`config.mk`:
```
export PLATFORM = sky130hd
export DESIGN_NAME = instr_encoder
export DESIGN_NICKNAME = d
export VERILOG_FILES = /design/src/rtl/instr_encoder.sv
export SDC_FILE = /design/constraint.sdc
export NUM_CORES = 1
export LEC_CHECK = 0
export CELL_PAD_IN_SITES_DETAIL_PLACEMENT = 2
export CELL_PAD_IN_SITES_GLOBAL_PLACEMENT = 2
export CORE_UTILIZATION = 34
export DETAILED_ROUTE_END_ITERATION = 7
export HOLD_SLACK_MARGIN = 0.12
export PLACE_DENSITY = 0.86
export SYNTH_ARGS = -nofsm -noshare
export SYNTH_HDL_FRONTEND = slang
export SYNTH_SLANG_ARGS = --single-unit
```
`constraint.sdc`:
```
create_clock -name clk -period 2.5 [get_ports clk]
set_input_delay 0.375 -clock clk [delete_from_list [all_inputs] [get_ports clk]]
set_output_delay 0.375 -clock clk [all_outputs]
set_load 0.05 [all_outputs]
```
`src/rtl/instr_encoder.sv`:
```
// rtl/instr_encoder.sv - RV32I instruction word encoder with addressed output FIFO
// Optional macro INSTR_ENC_RANGE_CHECK_EN enables immediate range/alignment rejection.
module instr_encoder #(
  parameter int          DEPTH     = 4,
  parameter logic [31:0] BASE_ADDR = 32'h0000_0000
) (
  input  logic        clk,
  input  logic        rst_n,
  input  logic        flush,
  input  logic        in_valid,
  output logic        in_ready,
  input  logic [2:0]  fmt,
  input  logic [6:0]  opcode,
  input  logic [2:0]  funct3,
  input  logic [6:0]  funct7,
  input  logic [4:0]  rd,
  input  logic [4:0]  rs1,
  input  logic [4:0]  rs2,
  input  logic [31:0] imm,
  output logic        out_valid,
  input  logic        out_ready,
  output logic [31:0] out_data,
  output logic [31:0] out_addr,
  output logic        err,
  output logic [7:0]  err_cnt
);

  localparam int AW = $clog2(DEPTH);

  logic [31:0]   mem [DEPTH];
  logic [AW-1:0] wr_ptr, rd_ptr;
  logic [AW:0]   count;
  logic [31:0]   addr_q, last_q;
  logic          err_q;
  logic [7:0]    err_cnt_q;
  logic [31:0]   word;
  logic          fmt_ok, legal, full, accept, push, pop;

  always_comb begin
    word   = 32'h0;
    fmt_ok = 1'b1;
    case (fmt)
      3'b000:  word = {imm[11:0], rs1, funct3, rd, opcode};
      3'b001:  word = {imm[11:5], rs2, rs1, funct3, imm[4:0], opcode};
      3'b010:  word = {imm[12], imm[10:5], rs2, rs1, funct3, imm[4:1], imm[11], opcode};
      3'b011:  word = {imm[20], imm[10:1], imm[11], imm[19:12], rd, opcode};
      3'b100:  word = {funct7, rs2, rs1, funct3, rd, opcode};
      3'b101:  word = {imm[31:12], rd, opcode};
      default: fmt_ok = 1'b0;
    endcase
  end

`ifdef INSTR_ENC_RANGE_CHECK_EN
  logic signed [31:0] simm;
  logic               range_ok;
  assign simm = imm;

  always_comb begin
    range_ok = 1'b1;
    case (fmt)
      3'b000, 3'b001: range_ok = (simm >= -32'sd2048) && (simm <= 32'sd2047);
      3'b010:         range_ok = (simm >= -32'sd4096) && (simm <= 32'sd4094) && !imm[0];
      3'b011:         range_ok = (simm >= -32'sd1048576) && (simm <= 32'sd1048574) && !imm[0];
      3'b101:         range_ok = (imm[11:0] == 12'h000);
      default:        range_ok = 1'b1;
    endcase
  end

  assign legal = fmt_ok && range_ok;
`else
  assign legal = fmt_ok;
`endif

  assign full      = (count == (AW+1)'(DEPTH));
  assign out_valid = (count != '0);
  assign in_ready  = !full && !flush;
  assign accept    = in_valid && in_ready;
  assign push      = accept && legal;
  assign pop       = out_valid && out_ready && !flush;

  // last_q keeps the most recently presented head so out_data holds once empty
  assign out_data = out_valid ? mem[rd_ptr] : last_q;
  assign out_addr = addr_q;
  assign err      = err_q;
  assign err_cnt  = err_cnt_q;

  always_ff @(posedge clk) begin
    if (push) mem[wr_ptr] <= word;
  end

  always_ff @(posedge clk or negedge rst_n) begin
    if (!rst_n) begin
      wr_ptr    <= '0;
      rd_ptr    <= '0;
      count     <= '0;
      addr_q    <= BASE_ADDR;
      last_q    <= 32'h0;
      err_q     <= 1'b0;
      err_cnt_q <= 8'h00;
    end else begin
      err_q <= accept && !legal;
      if (accept && !legal && (err_cnt_q != 8'hFF)) err_cnt_q <= err_cnt_q + 8'd1;
      if (flush) begin
        wr_ptr <= '0;
        rd_ptr <= '0;
        count  <= '0;
        addr_q <= BASE_ADDR;
        if (out_valid) last_q <= mem[rd_ptr];
      end else begin
        if (push) wr_ptr <= wr_ptr + 1'b1;
        if (pop) begin
          rd_ptr <= rd_ptr + 1'b1;
          addr_q <= addr_q + 32'd4;
          last_q <= mem[rd_ptr];
        end
        if (push && !pop)      count <= count + 1'b1;
        else if (pop && !push) count <= count - 1'b1;
      end
    end
  end

endmodule

```
==> images/final_clocks.png <==
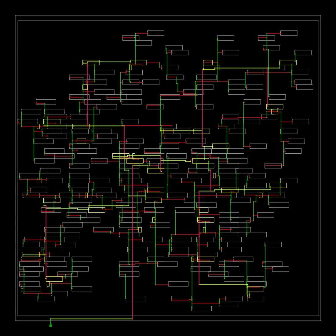
clk_skew: 0.01584 ns
clkbuf count: 38
CTS sink cnt: 206
num sequential: 206

==> images/clock_map.png <==
Scale bar: 50 um.
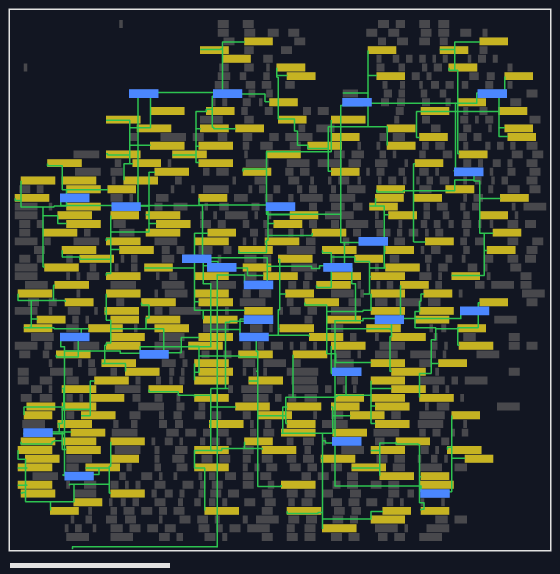
blue -> cells driving clock nets  # count 24
green -> clock wires  # length 2840 um
yellow -> flip-flops  # count 206
routed clock nets = 25
clock power share: 20.9%
Clk Latency, worst-skew pair: 0.51 ns
Clk. pwr: 0.00329 W

==> images/metal_stack.png <==
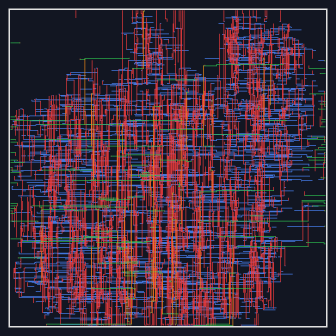
orange -> met4  # wire length 1190 um
green -> met3  # wire length 1460 um
red -> met2  # wire length 16900 um
blue -> met1  # wire length 12400 um
gr usage total: 22.50%
total number of vias: 6926
Total Wirelength: 31970 um
WL per Instance: 24.94 um

==> images/gate_families.png <==
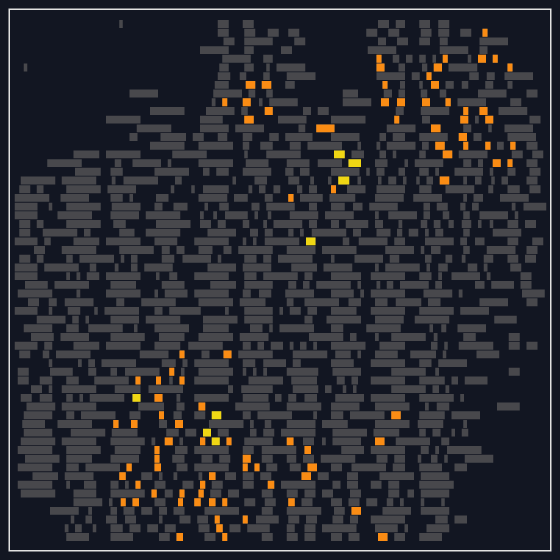
orange -> inverting AOI/OAI gates  # cells 89, most used a21oi_1, where spread over the die
yellow -> AND-OR and OR-AND gates  # cells 8, most used a21o_1
final std cells w/o fill: 1282
logic share of the area: 27.40%
Top cell excl fill/tap: edfxtp_1

==> images/port_nets.png <==
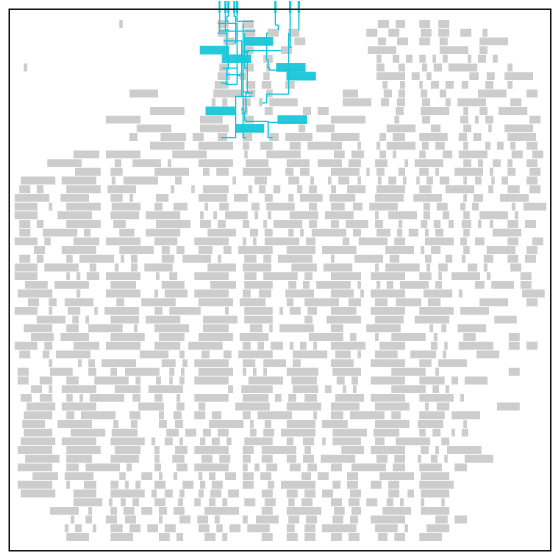
cyan -> err_cnt  # bits 8, direction output, end cells 8, wire 378 um
quantity of I/O buffers inserted on ports: 144
Top Ports: 147

==> flow_summary.yaml <==
# generated from flow reports
clock_network:
  clk_pin_slew_ns: 0.06
  clock-root-buffer: "clkbuf_16"
status:
  status: "finished with violations"
  violations: "setup timing"
placed_design:
  hpwl_um: 21110
  pre_cts_slack_ns: -0.06028
pwr:
  powerDensity_nw_per_um2: 1213
critical_path:
  reg2reg_depth: 5
  required_ns: 2.12
  crit_type: "flop to output pin"
  r2r_setup_slack_ns: 0.40
  reg2reg_from: "count[0]"
  crit_path_top_delay_cell: "mux4_2"
  r2r-end: "out_addr[27]"
routing:
  drt_iter0_markers: 372
grt:
  grt_first_pass_wirelength_um: 48260
  first_global_vias: 7863
  grt_start_max_net_pins: 37
yosys:
  largest_area_cell: "edfxtp_1"
  netlist_instances: 705
  flop_cell: "edfxtp_1"
  enable_flop_cells: 128
die:
  die-area_um2: 28540
timing:
  tightest_slew_ns: 0.7001
  setup_viol: 2
  finalWorstSetupSlack_ns: -0.01171
placed cells by master, fill, tap and decap left out, drive strengths merged, types with 6 or more instances in the layout:
cell type	n
ha	6
nand2	112
xnor2	11
and3	7
o2bb2ai	6
nand4	14
o31ai	12
nor2	27
buf	91
nand3	9
a21oi	28
inv	10
clkbuf	39
dfrtp	78
mux2i	23
mux2	41
edfxtp	128
and2	14
o21ai	15
mux4	32
or4	14
xor2	10
clkdlybuf4s50	109
o22ai	13
final cells by class:
type / count / area (um2)
fillers: 2614 / 14190
flip-flops and latches: 206 / 5797
multi-input cells: 446 / 3558
repair buffers: 202 / 2385
clock buffers: 38 / 704.4
well taps: 372 / 465.4
inverters: 11 / 43.79
clock inverters: 6 / 32.53
diodes: 1 / 2.502
how the worst max path moves through the flow:
| stage | endpoint | cells past startpoint | slack [ns] | startpoint |
|---|---|---|---|---|
| after global placement | count[2] | 6 | 0.18 | fmt[1] |
| final | out_data[20] | 6 | -0.01 | rd_ptr[0] |
| after global routing | out_data[31] | 6 | -0.07 | rd_ptr[0] |
| after floorplan | mem[1][0] | 4 | 0.01 | flush |
| after detailed placement | mem[3][19] | 7 | -0.06 | fmt[1] |
| after CTS | out_data[22] | 6 | -0.05 | rd_ptr[0] |
where the power goes:
part | total, W | internal [W] | leakage [nW] | switching, W
clock network | 0.00329 | 0.00193 | 0.353 | 0.00137
logic | 0.00808 | 0.00357 | 2.34 | 0.00451
registers | 0.00438 | 0.00407 | 2.18 | 0.000307
total | 0.0158 | 0.00957 | 4.87 | 0.00619
routing by layer:
| metal | up-vias | GRT usage (%) | share of wire, % |
|---|---|---|---|
| met2 | 209 | 41.05 | 53 |
| met3 | 77 | 2.946 | 4.6 |
| met5 | - | 0 | 0 |
| met1 | 3607 | 26.70 | 39 |
| li1 | 3033 | - | - |
| met4 | 0 | 8.972 | 3.7 |
kinds of logic after synthesis:
kind of cell / after synthesis / share of synthesized area [%]
XOR/XNOR: 21 / 1.941
AND-OR/OR-AND: 97 / 6.695
flip-flops: 206 / 61.16
AND/OR/NAND/NOR: 223 / 11.75
buffers and inverters: 54 / 2.496
other: 1 / 0.03958
adder cells (fa/ha/maj): 7 / 1.004
multiplexers: 96 / 14.91
flip-flops by register name, summed over array words and instances, names as in the netlist:
signal / count
err: 1
last_q: 32
rd_ptr: 2
out_addr: 30
mem: 128
wr_ptr: 2
count: 3
err_cnt: 8
worst register-to-register path, cell delays in order, from the launching register on:
cell	delay, ns
dfrtp_1	0.53
nor3_4	0.11
buf_4	0.20
or3_1	0.44
nor4_1	0.35
mux2_1	0.35
through the flow:
stage	cells	area [um2]	hold slack, ns
global placement	1215	11890	0.3674
finish	1282	12990	0.3970
floorplan	706	9479	0.07941
global route	1282	12990	0.4206
CTS	1273	12830	0.3918
detailed placement	1215	11890	0.3707
repair_timing:
item | CTS | global route
setup buffers | 10 | 7
hold buffers | 1 | 0
endpoints found under the setup margin | 32 | 32
gates resized | 12 | 32
hold endpoints to repair | 26 | 0
cloned | 3 | 1
pin swaps | 0 | 5
Power is estimated from default activity; no workload was simulated.
